## src/rtl/display_arbiter.sv

```systemverilog
// rtl/display_arbiter.sv - round-robin owner selection for the shared 4-digit hex display
// Each owner keeps the display for at least HOLD_CYCLES while other requesters wait.
module display_arbiter #(
  parameter int          HOLD_CYCLES  = 100000000,
  parameter logic [15:0] IDLE_PATTERN = 16'h0000
) (
  input  logic        clk,
  input  logic        rst_n,
  input  logic [3:0]  req,
  input  logic [63:0] value,
  input  logic [7:0]  dp_pos,
  input  logic [3:0]  dp_req,
  output logic [3:0]  gnt,
  output logic [15:0] digits,
  output logic [1:0]  ones_place,
  output logic        dp_en,
  output logic        busy
);

  localparam int CW = $clog2(HOLD_CYCLES) + 1;
  localparam logic [CW-1:0] HOLD_RELOAD = CW'(HOLD_CYCLES - 1);

  typedef enum logic {IDLE, GRANT} state_t;

  state_t        state, state_nxt;
  logic [CW-1:0] hold_cnt, hold_nxt;
  logic [1:0]    last_owner, owner_nxt;
  logic [3:0]    gnt_nxt;
  logic [15:0]   digits_nxt;
  logic [1:0]    ones_nxt;
  logic          dp_en_nxt, busy_nxt;
  logic [3:0]    others;
  logic [1:0]    pick;
  logic          load;

  // Searches last+1 .. last+4, so the previous owner is considered last.
  function automatic logic [1:0] rr_pick(input logic [3:0] r, input logic [1:0] last);
    logic [1:0] idx;
    rr_pick = last;
    for (int i = 4; i >= 1; i--) begin
      idx = last + 2'(i);
      if (r[idx]) rr_pick = idx;
    end
  endfunction

  assign others = req & ~(4'b0001 << last_owner);
  assign pick   = rr_pick(req, last_owner);

  always_comb begin
    state_nxt  = state;
    hold_nxt   = hold_cnt;
    owner_nxt  = last_owner;
    gnt_nxt    = gnt;
    digits_nxt = digits;
    ones_nxt   = ones_place;
    dp_en_nxt  = dp_en;
    busy_nxt   = busy;
    load       = 1'b0;
    case (state)
      IDLE: begin
        if (|req) begin
          state_nxt = GRANT;
          owner_nxt = pick;
          hold_nxt  = HOLD_RELOAD;
          load      = 1'b1;
        end
      end
      GRANT: begin
        if (!req[last_owner]) begin
          if (|others) begin
            owner_nxt = pick;
            hold_nxt  = HOLD_RELOAD;
            load      = 1'b1;
          end else begin
            state_nxt  = IDLE;
            gnt_nxt    = 4'b0000;
            busy_nxt   = 1'b0;
            digits_nxt = IDLE_PATTERN;
            ones_nxt   = 2'd0;
            dp_en_nxt  = 1'b0;
          end
        end else if (hold_cnt == '0 && |others) begin
          owner_nxt = pick;
          hold_nxt  = HOLD_RELOAD;
          load      = 1'b1;
        end else begin
          if (hold_cnt != '0) hold_nxt = hold_cnt - CW'(1);
          load = 1'b1;
        end
      end
      default: state_nxt = IDLE;
    endcase
    // The owner's inputs are reloaded on every granted edge so live changes are tracked.
    if (load) begin
      gnt_nxt    = 4'b0001 << owner_nxt;
      busy_nxt   = 1'b1;
      digits_nxt = value[16*owner_nxt +: 16];
      ones_nxt   = dp_pos[2*owner_nxt +: 2];
      dp_en_nxt  = dp_req[owner_nxt];
    end
  end

  always_ff @(posedge clk or negedge rst_n) begin
    if (!rst_n) begin
      state      <= IDLE;
      hold_cnt   <= '0;
      last_owner <= 2'd3;
      gnt        <= 4'b0000;
      digits     <= IDLE_PATTERN;
      ones_place <= 2'd0;
      dp_en      <= 1'b0;
      busy       <= 1'b0;
    end else begin
      state      <= state_nxt;
      hold_cnt   <= hold_nxt;
      last_owner <= owner_nxt;
      gnt        <= gnt_nxt;
      digits     <= digits_nxt;
      ones_place <= ones_nxt;
      dp_en      <= dp_en_nxt;
      busy       <= busy_nxt;
    end
  end

endmodule

```

## config.mk

```make
export PLATFORM = sky130hd
export DESIGN_NAME = display_arbiter
export DESIGN_NICKNAME = d
export VERILOG_FILES = /design/src/rtl/display_arbiter.sv
export SDC_FILE = /design/constraint.sdc
export NUM_CORES = 1
export LEC_CHECK = 0
export CAP_MARGIN = 20
export CORE_ASPECT_RATIO = 2
export CORE_MARGIN = 4
export CORE_UTILIZATION = 52
export DETAILED_ROUTE_END_ITERATION = 10
export PLACE_DENSITY_LB_ADDON = 0.3
export SLEW_MARGIN = 20
export SYNTH_ARGS = -nofsm -noshare
export SYNTH_HDL_FRONTEND = slang
export SYNTH_SLANG_ARGS = --single-unit
export TNS_END_PERCENT = 1
```

## constraint.sdc

```tcl
create_clock -name clk -period 7.2 [get_ports clk]
set_clock_uncertainty 0.2 [all_clocks]
set_input_delay 1.08 -clock clk [delete_from_list [all_inputs] [get_ports clk]]
set_output_delay 1.08 -clock clk [all_outputs]
set_load 0.02 [all_outputs]
```

==> images/final_clocks.png <==
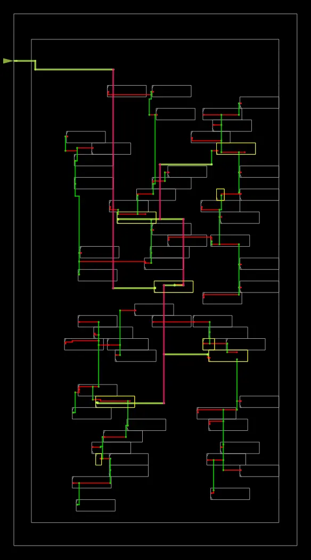
Clock Latency Late Sink: 300 ps
Clock Buffer Count: 6
FFs & Latches: 55

==> images/gate_families.png <==
The bar under the picture is 20 um long.
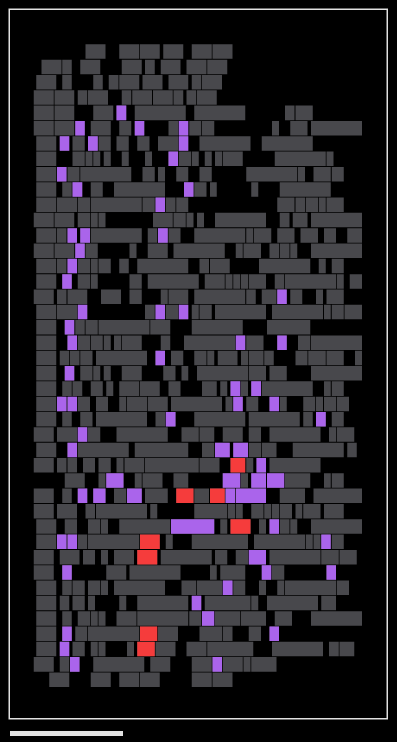
- purple: inverting AOI/OAI gates (cells 67; most used o21ai_0)
- red: AND-OR and OR-AND gates (cells 8; where south)
most numerous logic cell after layout: clkdlybuf4s50_1
combinational share of cell area: 0.4220
final std cells w/o fill: 599

==> run_results.csv <==
group,metric,value,unit
floorplan,fp_util,0.5397,
clock_network,cts.clk_slew.worst_paths,70,ps
placement,hpwl,7743,um
routing,drt_iter0_markers,185,
clock_network,cts_tree,"yes",
clock_network,max-clock-path-buffers,2,
setup_path,path_depth,7,
run_status,status,"completed",
grt,grt_pass1_wl,17050,um
synth,ys_sh_adder,0.02084,
synth,syn_nets,509,
floorplan,die_w,66.85,um
final_timing,relSlewSlack,0.3660,
setup_path,required,7170,ps
final_timing,min_period,4293,ps
power_and_ir_drop,share_seq_of_total_power,0.253,
synth,topCellsByArea,"dfrtp_1 (37%), nand4_1 (6.6%), nand2_1 (6.3%)",
clock_network,cts.hold.buffers_added,0,
power_and_ir_drop,pwr_density_cell,398.1,mW/mm2
final_timing,setup_ws,2907,ps
final_timing,finalClockPeriodUsage,0.5963,
setup_path,rr_startpoint,"last_owner[0]$_DFF_PN1_",
synth,synth.distinct_cells,56,
setup_path,crit_fanout,13,
placement,preCtsSetupSlack,2638,ps
synth,ys.flop_type,"dfrtp_1",
routing,wire_per_inst,17.56,um
routing,wirelength,10520,um
placement,gp_congestion,0.9124,
clock_network,post-cts-setup-buffers,0,
synth,simple_gate_share,0.3373,
setup_path,r2r_cells,7,
setup_path,cp_data_arrival_time,4260,ps
clock_network,post_cts_resized,0,
power_and_ir_drop,p_leak,1.775,nW
setup_path,start_kind,"input port",
final_timing,fmax,232.9,MHz
min_path,hp-class,"flop to flop",
==> images/registers.png <==
The bar under the picture is 20 um long. Other sequential cells in the stronger gray, the rest of the logic in the fainter gray.
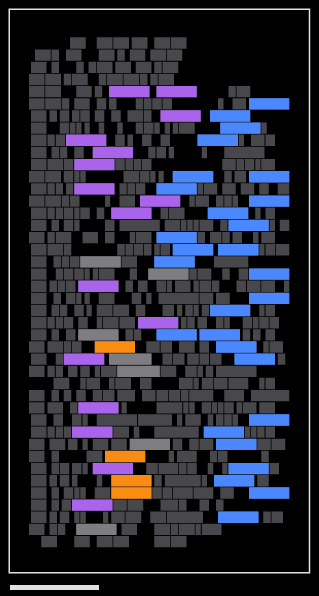
- blue: hold_cnt (placed flops 28)
- purple: digits (placed flops 16)
- orange: gnt (placed flops 4; where south)
Reg area: 0.001379 mm2
Sequential Power: 0.482 mW
Final Util: 0.7165

-- power groups by stage --
stage	registers [mW]	clock network, mW	logic (mW)
after detailed placement	0.484	0	1.19
after floorplan	0.536	0	0.832
after CTS	0.481	0.241	1.19
after global routing	0.492	0.250	1.31
final	0.482	0.238	1.18
after global placement	0.485	0	1.14
-- stage by stage --
step	hold WS [ps]	util	area, um2	power, mW	cells
after floorplan	279.6	-	3602	1.369	421
after global placement	263.6	0.6942	4633	1.626	591
after detailed placement	285.0	0.6944	4634	1.670	591
after CTS	300.6	0.7156	4776	1.909	599
after global routing	322.9	0.7165	4782	2.051	599
final	293.4	0.7165	4782	1.904	599
-- worst min-delay path by stage --
stage | startpoint | end | depth (start not counted)
floorplan | hold_cnt[16]$_DFFE_PN0P_ | hold_cnt[16]$_DFFE_PN0P_ | 2
global placement | busy$_DFFE_PN0P_ | busy$_DFFE_PN0P_ | 2
global route | busy$_DFFE_PN0P_ | busy$_DFFE_PN0P_ | 2
detailed placement | busy$_DFFE_PN0P_ | busy$_DFFE_PN0P_ | 2
finish | busy$_DFFE_PN0P_ | busy$_DFFE_PN0P_ | 2
CTS | busy$_DFFE_PN0P_ | busy$_DFFE_PN0P_ | 2
-- tightest hold or removal path: stages, from the launching register on --
cell     delay (ps)
dfrtp_1         350
nand2_1          50
nand2_1          60
-- routing by layer --
| metal | wire length [um] | up-vias | track usage |
|---|---|---|---|
| met4 | 360 | 0 | 0.1244 |
| met2 | 5881 | 135 | 0.4783 |
| met3 | 765 | 33 | 0.06595 |
| met5 | 0 | - | 0 |
| met1 | 3513 | 1706 | 0.2588 |
| li1 | - | 1724 | - |
-- placed cells by master (no fill, tap or decap), drive strengths merged, types with 3 or more instances in the layout --
cell	instances
xnor2	16
and3	19
o21ai	46
or4	5
buf	7
or2	5
nand3	39
clkbuf	6
dfrtp	53
or3	6
nand2	60
a21oi	10
nor4b	3
xor2	4
nand4	38
nor3	10
nor2	15
nor2b	3
ha	6
inv	9
clkdlybuf4s50	104
nor4	14
-- final cells by class --
class / count / area (um2) / area share
clock buffers: 6 / 128.9 / 0.02695
clock inverters: 2 / 12.51 / 0.002616
inverters: 10 / 42.54 / 0.008896
multi-input cells: 327 / 2018 / 0.4220
flip-flops and latches: 55 / 1379 / 0.2883
well taps: 88 / 110.1 / 0.02302
repair buffers: 111 / 1091 / 0.2282
-- flip-flops by register name, summed over array words and instances, names as in the netlist --
signal,flops
last_owner,2
dp_en,1
hold_cnt,28
busy,1
digits,16
state,1
ones_place,2
gnt,4
-- kinds of logic after synthesis --
group	count (synthesis)
flip-flops	55
AND/OR/NAND/NOR	222
multiplexers	4
adder cells (fa/ha/maj)	6
XOR/XNOR	20
AND-OR/OR-AND	75
buffers and inverters	39
Power figures rest on the tool's default switching activity, not on a simulated workload.
